===== src/rtl/arm_pkg.sv =====
// Shared encodings for the ARM decode stage: ALU commands, opcodes, condition codes,
// instruction modes and the ID/EX pipeline payload.
package arm_pkg;

    localparam int unsigned XLEN     = 32;
    localparam int unsigned NUM_REGS = 15;
    localparam int unsigned REG_AW   = 4;
    localparam logic [3:0]  PC_IDX   = 4'd15;

    localparam logic [3:0] EXE_NOP     = 4'b0000;
    localparam logic [3:0] EXE_MOV     = 4'b0001;
    localparam logic [3:0] EXE_ADD     = 4'b0010;
    localparam logic [3:0] EXE_ADC     = 4'b0011;
    localparam logic [3:0] EXE_SUB     = 4'b0100;
    localparam logic [3:0] EXE_SBC     = 4'b0101;
    localparam logic [3:0] EXE_AND     = 4'b0110;
    localparam logic [3:0] EXE_ORR     = 4'b0111;
    localparam logic [3:0] EXE_EOR     = 4'b1000;
    localparam logic [3:0] EXE_MVN     = 4'b1001;
    localparam logic [3:0] EXE_CMP     = 4'b0100;
    localparam logic [3:0] EXE_TST     = 4'b0110;
    localparam logic [3:0] EXE_LDR_STR = 4'b0010;

    localparam logic [3:0] OP_AND     = 4'b0000;
    localparam logic [3:0] OP_EOR     = 4'b0001;
    localparam logic [3:0] OP_SUB     = 4'b0010;
    localparam logic [3:0] OP_ADD     = 4'b0100;
    localparam logic [3:0] OP_ADC     = 4'b0101;
    localparam logic [3:0] OP_SBC     = 4'b0110;
    localparam logic [3:0] OP_TST     = 4'b1000;
    localparam logic [3:0] OP_CMP     = 4'b1010;
    localparam logic [3:0] OP_ORR     = 4'b1100;
    localparam logic [3:0] OP_MOV     = 4'b1101;
    localparam logic [3:0] OP_MVN     = 4'b1111;
    localparam logic [3:0] OP_LDR_STR = 4'b0100;

    localparam logic [3:0] COND_EQ = 4'b0000;
    localparam logic [3:0] COND_NE = 4'b0001;
    localparam logic [3:0] COND_CS = 4'b0010;
    localparam logic [3:0] COND_CC = 4'b0011;
    localparam logic [3:0] COND_MI = 4'b0100;
    localparam logic [3:0] COND_PL = 4'b0101;
    localparam logic [3:0] COND_VS = 4'b0110;
    localparam logic [3:0] COND_VC = 4'b0111;
    localparam logic [3:0] COND_HI = 4'b1000;
    localparam logic [3:0] COND_LS = 4'b1001;
    localparam logic [3:0] COND_GE = 4'b1010;
    localparam logic [3:0] COND_LT = 4'b1011;
    localparam logic [3:0] COND_GT = 4'b1100;
    localparam logic [3:0] COND_LE = 4'b1101;
    localparam logic [3:0] COND_AL = 4'b1110;

    localparam logic [1:0] MODE_DP  = 2'b00;
    localparam logic [1:0] MODE_MEM = 2'b01;
    localparam logic [1:0] MODE_BR  = 2'b10;

    typedef struct packed {
        logic [XLEN-1:0] pc;
        logic [XLEN-1:0] val_rn;
        logic [XLEN-1:0] val_rm;
        logic [3:0]      exe_cmd;
        logic            wb_en;
        logic            mem_r_en;
        logic            mem_w_en;
        logic            b;
        logic            s;
        logic            imm;
        logic [11:0]     shift_operand;
        logic [23:0]     signed_imm_24;
        logic [3:0]      dest;
    } idex_t;

    // Evaluate an ARM condition field against NZCV ([3]=N .. [0]=V).
    function automatic logic cond_pass(input logic [3:0] cond, input logic [3:0] nzcv);
        logic n, z, c, v;
        n = nzcv[3];
        z = nzcv[2];
        c = nzcv[1];
        v = nzcv[0];
        case (cond)
            COND_EQ: return z;
            COND_NE: return !z;
            COND_CS: return c;
            COND_CC: return !c;
            COND_MI: return n;
            COND_PL: return !n;
            COND_VS: return v;
            COND_VC: return !v;
            COND_HI: return c && !z;
            COND_LS: return !c || z;
            COND_GE: return n == v;
            COND_LT: return n != v;
            COND_GT: return !z && (n == v);
            COND_LE: return z || (n != v);
            COND_AL: return 1'b1;
            default: return 1'b0;
        endcase
    endfunction

endpackage


===== src/rtl/id_stage_if.sv =====
// Fetch/write-back inputs and ID/EX outputs of the decode stage, grouped as one bundle.
interface id_stage_if;
    import arm_pkg::*;

    logic            freeze;
    logic            flush;
    logic [XLEN-1:0] pc_in;
    logic [XLEN-1:0] instruction;
    logic [3:0]      status;
    logic            wb_en;
    logic [3:0]      wb_dest;
    logic [XLEN-1:0] wb_value;

    logic [3:0]      src1;
    logic [3:0]      src2;
    logic            two_src;
    logic [XLEN-1:0] pc_out;
    logic [XLEN-1:0] val_rn;
    logic [XLEN-1:0] val_rm;
    logic [3:0]      exe_cmd;
    logic            wb_en_out;
    logic            mem_r_en;
    logic            mem_w_en;
    logic            b_out;
    logic            s_out;
    logic            imm_out;
    logic [11:0]     shift_operand;
    logic [23:0]     signed_imm_24;
    logic [3:0]      dest;

    modport master (
        output freeze, flush, pc_in, instruction, status, wb_en, wb_dest, wb_value,
        input  src1, src2, two_src, pc_out, val_rn, val_rm, exe_cmd, wb_en_out,
               mem_r_en, mem_w_en, b_out, s_out, imm_out, shift_operand,
               signed_imm_24, dest
    );

    modport slave (
        input  freeze, flush, pc_in, instruction, status, wb_en, wb_dest, wb_value,
        output src1, src2, two_src, pc_out, val_rn, val_rm, exe_cmd, wb_en_out,
               mem_r_en, mem_w_en, b_out, s_out, imm_out, shift_operand,
               signed_imm_24, dest
    );

endinterface


===== src/rtl/register_file.sv =====
// 15x32 GPR file, two combinational read ports with write-through bypass; index 15 reads the PC.
module register_file
    import arm_pkg::*;
(
    input  logic              clk,
    input  logic              rst,
    input  logic              we_i,
    input  logic [REG_AW-1:0] waddr_i,
    input  logic [XLEN-1:0]   wdata_i,
    input  logic [XLEN-1:0]   pc_i,
    input  logic [REG_AW-1:0] raddr1_i,
    input  logic [REG_AW-1:0] raddr2_i,
    output logic [XLEN-1:0]   rdata1_c_o,
    output logic [XLEN-1:0]   rdata2_c_o
);

    logic [XLEN-1:0] regs_q [NUM_REGS];

    always_ff @(posedge clk) begin
        if (rst) begin
            for (int unsigned i = 0; i < NUM_REGS; i++) begin
                regs_q[i] <= '0;
            end
        end else if (we_i && (waddr_i != PC_IDX)) begin
            regs_q[waddr_i] <= wdata_i;
        end
    end

    // A same-cycle write to the read index wins over the stored value.
    assign rdata1_c_o = (raddr1_i == PC_IDX)                ? pc_i    :
                        (we_i && (waddr_i == raddr1_i))     ? wdata_i :
                                                              regs_q[raddr1_i];
    assign rdata2_c_o = (raddr2_i == PC_IDX)                ? pc_i    :
                        (we_i && (waddr_i == raddr2_i))     ? wdata_i :
                                                              regs_q[raddr2_i];

endmodule


===== src/rtl/id_stage.sv =====
// ARM instruction-decode stage: decodes DP/LDR/STR/B, reads operands, checks the condition
// field and launches the result into the ID/EX register under freeze/flush control.
module id_stage
    import arm_pkg::*;
(
    input logic       clk,
    input logic       rst,
    id_stage_if.slave bus
);

    logic [1:0]      mode;
    logic [3:0]      opcode;
    logic            s_bit;
    logic            i_bit;
    logic            is_str;
    logic            cond_ok;
    logic [XLEN-1:0] val_rn_c;
    logic [XLEN-1:0] val_rm_c;

    logic [3:0]      exe_cmd_c;
    logic            wb_en_c;
    logic            mem_r_en_c;
    logic            mem_w_en_c;
    logic            b_c;
    logic            s_c;

    idex_t idex_d;
    idex_t idex_q;

    assign mode   = bus.instruction[27:26];
    assign opcode = bus.instruction[24:21];
    assign s_bit  = bus.instruction[20];
    assign i_bit  = bus.instruction[25];
    assign is_str = (mode == MODE_MEM) && (opcode == OP_LDR_STR) && !s_bit;

    // Hazard-unit view: never gated by condition, freeze or flush.
    assign bus.src1    = bus.instruction[19:16];
    assign bus.src2    = is_str ? bus.instruction[15:12] : bus.instruction[3:0];
    assign bus.two_src = !i_bit || is_str;

    register_file u_register_file (
        .clk        (clk),
        .rst        (rst),
        .we_i       (bus.wb_en),
        .waddr_i    (bus.wb_dest),
        .wdata_i    (bus.wb_value),
        .pc_i       (bus.pc_in),
        .raddr1_i   (bus.src1),
        .raddr2_i   (bus.src2),
        .rdata1_c_o (val_rn_c),
        .rdata2_c_o (val_rm_c)
    );

    assign cond_ok = cond_pass(bus.instruction[31:28], bus.status);

    // Control decode; unlisted encodings fall through as a NOP.
    always_comb begin
        exe_cmd_c  = EXE_NOP;
        wb_en_c    = 1'b0;
        mem_r_en_c = 1'b0;
        mem_w_en_c = 1'b0;
        b_c        = 1'b0;
        s_c        = 1'b0;
        case (mode)
            MODE_DP: begin
                wb_en_c = 1'b1;
                s_c     = s_bit;
                case (opcode)
                    OP_MOV:  exe_cmd_c = EXE_MOV;
                    OP_MVN:  exe_cmd_c = EXE_MVN;
                    OP_ADD:  exe_cmd_c = EXE_ADD;
                    OP_ADC:  exe_cmd_c = EXE_ADC;
                    OP_SUB:  exe_cmd_c = EXE_SUB;
                    OP_SBC:  exe_cmd_c = EXE_SBC;
                    OP_AND:  exe_cmd_c = EXE_AND;
                    OP_ORR:  exe_cmd_c = EXE_ORR;
                    OP_EOR:  exe_cmd_c = EXE_EOR;
                    OP_CMP: begin
                        exe_cmd_c = EXE_CMP;
                        wb_en_c   = 1'b0;
                    end
                    OP_TST: begin
                        exe_cmd_c = EXE_TST;
                        wb_en_c   = 1'b0;
                    end
                    default: begin
                        wb_en_c = 1'b0;
                        s_c     = 1'b0;
                    end
                endcase
            end
            MODE_MEM: begin
                if (opcode == OP_LDR_STR) begin
                    exe_cmd_c  = EXE_LDR_STR;
                    mem_r_en_c = s_bit;
                    wb_en_c    = s_bit;
                    mem_w_en_c = !s_bit;
                end
            end
            MODE_BR: b_c = 1'b1;
            default: ;
        endcase
    end

    // ID/EX next value: flush beats freeze; a failed condition only kills side effects.
    always_comb begin
        idex_d = idex_q;
        if (bus.flush) begin
            idex_d = '0;
        end else if (!bus.freeze) begin
            idex_d.pc            = bus.pc_in;
            idex_d.val_rn        = val_rn_c;
            idex_d.val_rm        = val_rm_c;
            idex_d.exe_cmd       = exe_cmd_c;
            idex_d.wb_en         = wb_en_c && cond_ok;
            idex_d.mem_r_en      = mem_r_en_c && cond_ok;
            idex_d.mem_w_en      = mem_w_en_c && cond_ok;
            idex_d.b             = b_c && cond_ok;
            idex_d.s             = s_c && cond_ok;
            idex_d.imm           = i_bit;
            idex_d.shift_operand = bus.instruction[11:0];
            idex_d.signed_imm_24 = bus.instruction[23:0];
            idex_d.dest          = bus.instruction[15:12];
        end
    end

    always_ff @(posedge clk) begin
        if (rst) begin
            idex_q <= '0;
        end else begin
            idex_q <= idex_d;
        end
    end

    assign bus.pc_out        = idex_q.pc;
    assign bus.val_rn        = idex_q.val_rn;
    assign bus.val_rm        = idex_q.val_rm;
    assign bus.exe_cmd       = idex_q.exe_cmd;
    assign bus.wb_en_out     = idex_q.wb_en;
    assign bus.mem_r_en      = idex_q.mem_r_en;
    assign bus.mem_w_en      = idex_q.mem_w_en;
    assign bus.b_out         = idex_q.b;
    assign bus.s_out         = idex_q.s;
    assign bus.imm_out       = idex_q.imm;
    assign bus.shift_operand = idex_q.shift_operand;
    assign bus.signed_imm_24 = idex_q.signed_imm_24;
    assign bus.dest          = idex_q.dest;

endmodule


===== src/flat_wrapper.sv =====
// flat-port wrapper written by rule: the top's interface ports become plain ports
module id_stage_flat import arm_pkg::*;
  (clk, rst, bus_freeze, bus_flush, bus_pc_in, bus_instruction, bus_status, bus_wb_en, bus_wb_dest, bus_wb_value, bus_src1, bus_src2, bus_two_src, bus_pc_out, bus_val_rn, bus_val_rm, bus_exe_cmd, bus_wb_en_out, bus_mem_r_en, bus_mem_w_en, bus_b_out, bus_s_out, bus_imm_out, bus_shift_operand, bus_signed_imm_24, bus_dest);
  id_stage_if bus_i ();
  input logic clk;
  input logic rst;
  input wire logic [$bits(bus_i.freeze)-1:0] bus_freeze;
  input wire logic [$bits(bus_i.flush)-1:0] bus_flush;
  input wire logic [$bits(bus_i.pc_in)-1:0] bus_pc_in;
  input wire logic [$bits(bus_i.instruction)-1:0] bus_instruction;
  input wire logic [$bits(bus_i.status)-1:0] bus_status;
  input wire logic [$bits(bus_i.wb_en)-1:0] bus_wb_en;
  input wire logic [$bits(bus_i.wb_dest)-1:0] bus_wb_dest;
  input wire logic [$bits(bus_i.wb_value)-1:0] bus_wb_value;
  output wire logic [$bits(bus_i.src1)-1:0] bus_src1;
  output wire logic [$bits(bus_i.src2)-1:0] bus_src2;
  output wire logic [$bits(bus_i.two_src)-1:0] bus_two_src;
  output wire logic [$bits(bus_i.pc_out)-1:0] bus_pc_out;
  output wire logic [$bits(bus_i.val_rn)-1:0] bus_val_rn;
  output wire logic [$bits(bus_i.val_rm)-1:0] bus_val_rm;
  output wire logic [$bits(bus_i.exe_cmd)-1:0] bus_exe_cmd;
  output wire logic [$bits(bus_i.wb_en_out)-1:0] bus_wb_en_out;
  output wire logic [$bits(bus_i.mem_r_en)-1:0] bus_mem_r_en;
  output wire logic [$bits(bus_i.mem_w_en)-1:0] bus_mem_w_en;
  output wire logic [$bits(bus_i.b_out)-1:0] bus_b_out;
  output wire logic [$bits(bus_i.s_out)-1:0] bus_s_out;
  output wire logic [$bits(bus_i.imm_out)-1:0] bus_imm_out;
  output wire logic [$bits(bus_i.shift_operand)-1:0] bus_shift_operand;
  output wire logic [$bits(bus_i.signed_imm_24)-1:0] bus_signed_imm_24;
  output wire logic [$bits(bus_i.dest)-1:0] bus_dest;
  assign bus_i.freeze = bus_freeze;
  assign bus_i.flush = bus_flush;
  assign bus_i.pc_in = bus_pc_in;
  assign bus_i.instruction = bus_instruction;
  assign bus_i.status = bus_status;
  assign bus_i.wb_en = bus_wb_en;
  assign bus_i.wb_dest = bus_wb_dest;
  assign bus_i.wb_value = bus_wb_value;
  assign bus_src1 = bus_i.src1;
  assign bus_src2 = bus_i.src2;
  assign bus_two_src = bus_i.two_src;
  assign bus_pc_out = bus_i.pc_out;
  assign bus_val_rn = bus_i.val_rn;
  assign bus_val_rm = bus_i.val_rm;
  assign bus_exe_cmd = bus_i.exe_cmd;
  assign bus_wb_en_out = bus_i.wb_en_out;
  assign bus_mem_r_en = bus_i.mem_r_en;
  assign bus_mem_w_en = bus_i.mem_w_en;
  assign bus_b_out = bus_i.b_out;
  assign bus_s_out = bus_i.s_out;
  assign bus_imm_out = bus_i.imm_out;
  assign bus_shift_operand = bus_i.shift_operand;
  assign bus_signed_imm_24 = bus_i.signed_imm_24;
  assign bus_dest = bus_i.dest;
  id_stage u_core (.clk(clk), .rst(rst), .bus(bus_i));
endmodule

===== config.mk =====
export PLATFORM = sky130hd
export DESIGN_NAME = id_stage_flat
export DESIGN_NICKNAME = d
export VERILOG_FILES = /design/src/rtl/arm_pkg.sv /design/src/rtl/id_stage_if.sv /design/src/rtl/register_file.sv /design/src/rtl/id_stage.sv /design/src/flat_wrapper.sv
export SDC_FILE = /design/constraint.sdc
export NUM_CORES = 1
export LEC_CHECK = 0
export CAP_MARGIN = 20
export CORE_ASPECT_RATIO = 0.7
export CORE_UTILIZATION = 65
export CTS_BUF_LIST = sky130_fd_sc_hd__clkbuf_4
export CTS_CLUSTER_SIZE = 40
export DETAILED_ROUTE_END_ITERATION = 12
export GPL_ROUTABILITY_DRIVEN = 0
export PLACE_DENSITY_LB_ADDON = 0.3
export SYNTH_ARGS = -nofsm -noshare
export SYNTH_HDL_FRONTEND = slang
export SYNTH_SLANG_ARGS = --single-unit

===== constraint.sdc =====
create_clock -name clk -period 3.9 [get_ports clk]
set_input_delay 0.39 -clock clk [delete_from_list [all_inputs] [get_ports clk]]
set_output_delay 0.39 -clock clk [all_outputs]
set_load 0.02 [all_outputs]

Figure 1. Signal wires on met1.
The bar under the picture is 100 um long.
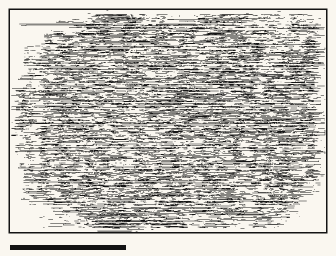
The layer carries 35.9 mm of wire. The wires run mostly horizontal. 2965 nets have wire on it.

==> COMMIT_EDITMSG <==
Add synthesis and place-and-route results

- Run status: finished clean
- Met3 Track Usage GR: 13.4%
- Hold violation total from the final report: 0
- Row count: 68
* Quantity of I/O buffers inserted on ports: 263
- For this configuration, the core starts out at a cell density of 66.5%.
- Flop area: 18000 um^2
* Post-synthesis xor/xnor area fraction: 0.419%
- Fraction of area in registers: 46.4%
- The routed layout has 26600 vias.
* Worst hold endpoint: u_core.bus.pc_out[7]
- Wire length on met1: 35900 um
* Placeable core area: 49900 um^2
- P_int: 11700 uW
* Peak supply drop: 0.249 mV
* Die outline area: 51900 um^2
- In this run the biggest area consumer among cell types represents 46.4% of the synthesized area.
* Cell-by-cell trace of the critical path: clkdlybuf4s50_1, nor4b_1, nand2_1, buf_4, mux2i_4, inv_1, clkdlybuf4s50_1
- Of the post-synthesis cell area, the part taken by muxes is 14.7%.
- Clock latency on the worst-skew pair, taken at its later pin, is 940 ps.
- Share of flip-flops with an asynchronous set or reset: 0%
- After the first detailed-routing iteration, the DRC count stood at 4928.
* Number of non-clock buffers in the layout: 360
* Non-clock inverter instance count of the final layout: 3
- Hold analysis shows the worst path with a depth of 3.
- Syn Std Cell Area: 33200 um^2
* Wire length of the first global-routing pass: 157000 um
* Smallest hold slack: 61.0 ps
- Buf/Inv on CP: 4
- Total detailed-routing wirelength: 105000 um
- Pins over their slew limit in the final report were tallied at 0.
- Post-detailed-placement cell area: 36700 um^2
- Cells with a size suffix above 1 make up 18.2% of the layout.
- Summing the areas of all fa, ha and maj instances in the mapped netlist gives 0% of the synthesized area.
- Power consumption: 15900 uW
- Cell at the slowest stage of the critical path: sky130_fd_sc_hd__clkdlybuf4s50_1
- Max transition margin: 43.4%
- In the final layout, the fill cell count is 2979.
- Average size of a mapped cell: 11.8 um^2
* First-pass iteration count of the detailed router: 6
- Worst r2r dst: u_core.bus.val_rn[10]
- Flip-flop count of the largest register after layout: 512
- Min cycle time layout: 3220 ps
- Post-cts gate resize count: 0
- met2 track demand over resource after global routing is 60.9%.
* Net switching power: 4280 uW
- Yosys reported a register bit count of 642.
- The OpenROAD report gives the critical path a data arrival time of 2830 ps.
- Gate count of the mapped netlist: 2801
- Of the total synthesized cell area, the portion taken by AND-OR and OR-AND cells is 8.77%.
- Clock net sink count: 642
* Global router's overall resource usage: 40.9%
- Crit path launch: bus_instruction[26]
- Ranked by total cell area, the synthesized netlist is headed by sky130_fd_sc_hd__edfxtp_1, sky130_fd_sc_hd__mux4_2, sky130_fd_sc_hd__and2_1.
- Combined area of the multi-input logic cells: 14200 um^2
- Warnings reported by Yosys during synthesis add up to 0.
- Maximum clock frequency: 311 MHz
* Required @ worst endpoint: 3510 ps
- Routed wirelength normalized by instance count: 27.3 um
- Switching share of power: 26.9%
* Worst-case setup slack after placement: 412 ps
- After the flow finishes, the layout carries non-filler instances totaling 3864.
- In this run, power in combinational logic comes to 2170 uW.
- Layout Cell Area excl Fill: 38800 um^2
- Counting cells, the worst reg-to-reg path comes to 4.
- Placed Instances: 3570
* Fraction of area in multi-input gates: 36.5%
- Ranking logic cells in the layout by count gives the top entries sky130_fd_sc_hd__edfxtp_1, sky130_fd_sc_hd__and2_1, sky130_fd_sc_hd__nand2_1.
* Top cell types by occurrence after synthesis: sky130_fd_sc_hd__edfxtp_1, sky130_fd_sc_hd__and2_1, sky130_fd_sc_hd__nand2_1
- Looking at the power breakdown, combinational cells take 13.6% of the total.
* R2R Path Start: u_core.u_register_file.regs_q[1][10]
- From left edge to right edge, the die measures 272 um.
* Tap cell count: 665
* Root buf cell: sky130_fd_sc_hd__clkbuf_4
- In the synthesis report, Yosys lists the chip area as 33200 um^2.
- The library cell used most frequently in the layout, excluding fill and tap cells, is sky130_fd_sc_hd__edfxtp_1.
* Final nets: 3172
- Number of clock buffers inserted by TritonCTS: 153
- Met1 track utilization from global routing: 53.8%
* Crit share post-route: 82.5%
- Uppermost layer routed: met4
* Main kind of combinational logic by area: simple AND/OR/NAND/NOR gates
- Count of clock-net buffers in the final layout: 246
- The area growth from synthesis to layout is 16.9%.
* Register share after synthesis: 54.2%
* Most Crowded Layer GR: met2
- In this run the most critical hold path is launched from bus_freeze.
- Buffers added to address setup during post-CTS repair amount to 0.
- Antenna violations before repair: 4
- The DRC violation total left in the routed layout is recorded as 0.
* Number of global-route vias before repair: 26400
* Library cell appearing most often on the critical path: sky130_fd_sc_hd__clkdlybuf4s50_1
- Among all cell classes, the greatest summed area belongs to flip-flops and latches.
* Most frequent cell after synthesis: sky130_fd_sc_hd__edfxtp_1
- Length of routed met3 wiring: 17400 um
* Critical path capture point type: output pin
- All stages included, the depth of the critical timing path comes to 7.
- Measured on the final layout, the clock distribution area share stands at 5.28%.
- The longest incremental delay of any stage on the critical path is reported as 550 ps.
* Timing endpoint of the critical path: bus_src2[1]
- Launching element type of the critical path: primary input
- Post-detailed-placement half-perimeter wirelength: 62500 um
- # diodes: 6
- Looking at the cell usage after synthesis, the top flip-flop cell is sky130_fd_sc_hd__edfxtp_1.
- Setup-violating endpoint count in the final report: 0
- In the final run the clock tree shows a worst skew of 63.2 ps.
- Sequential logic power: 8000 uW
- Boundary Pins: 264
- The longest clock path from root to sink contains 3 buffers.
* Setup TNS: 0 ps
* Library cell occupying the most area in the post-synthesis netlist: sky130_fd_sc_hd__edfxtp_1
- The setup path with the least slack is of type primary input to output pin.
- Highest net fanout along the worst path: 8
* TritonCTS clock tree: done
- The clock network burns 36.2% of the power.
- Slew @ Worst Pin: 849 ps
* Hold_buf cts: 3
- The register with the most flip-flops in the final layout is u_core.u_register_file.regs_q.
- Count of flip-flops and latches: 642
- Simple-gate share of the synthesized area: 18.0%
* Power in the clock group: 5770 uW
- The routed design shows a via density per instance of 6.87.
- Power density over cell area: 411 nW/um^2
* Clock transition time at the flip-flop clock pins of the worst setup and hold paths: 70 ps
* Number of enable-type register cells in the synthesized netlist: 512
* Unique masters post-synth: 53
- Total of max-cap violations: 0
- Measured on the finished design, the core utilization comes to 77.7%.
- Ranked by power, first place goes to sequential cells.
* Met2 wire length: 46200 um
- Leakage Power: 0.0139 uW
* Mi-comb count: 1903
- Final global-route overflow total: 0
Figure 2. The metal 2 layer.
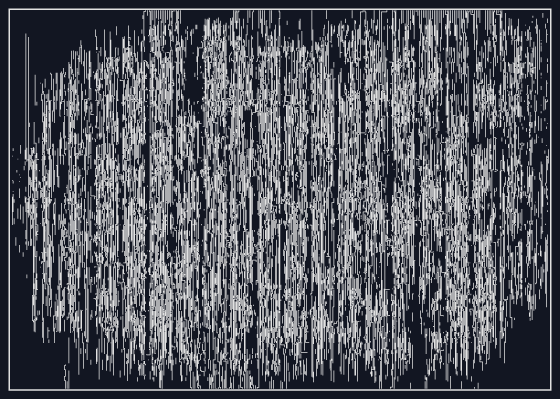
The longest straight run is 97.9 um. 2768 nets have wire on it.

Power and IR drop assume default switching activity.
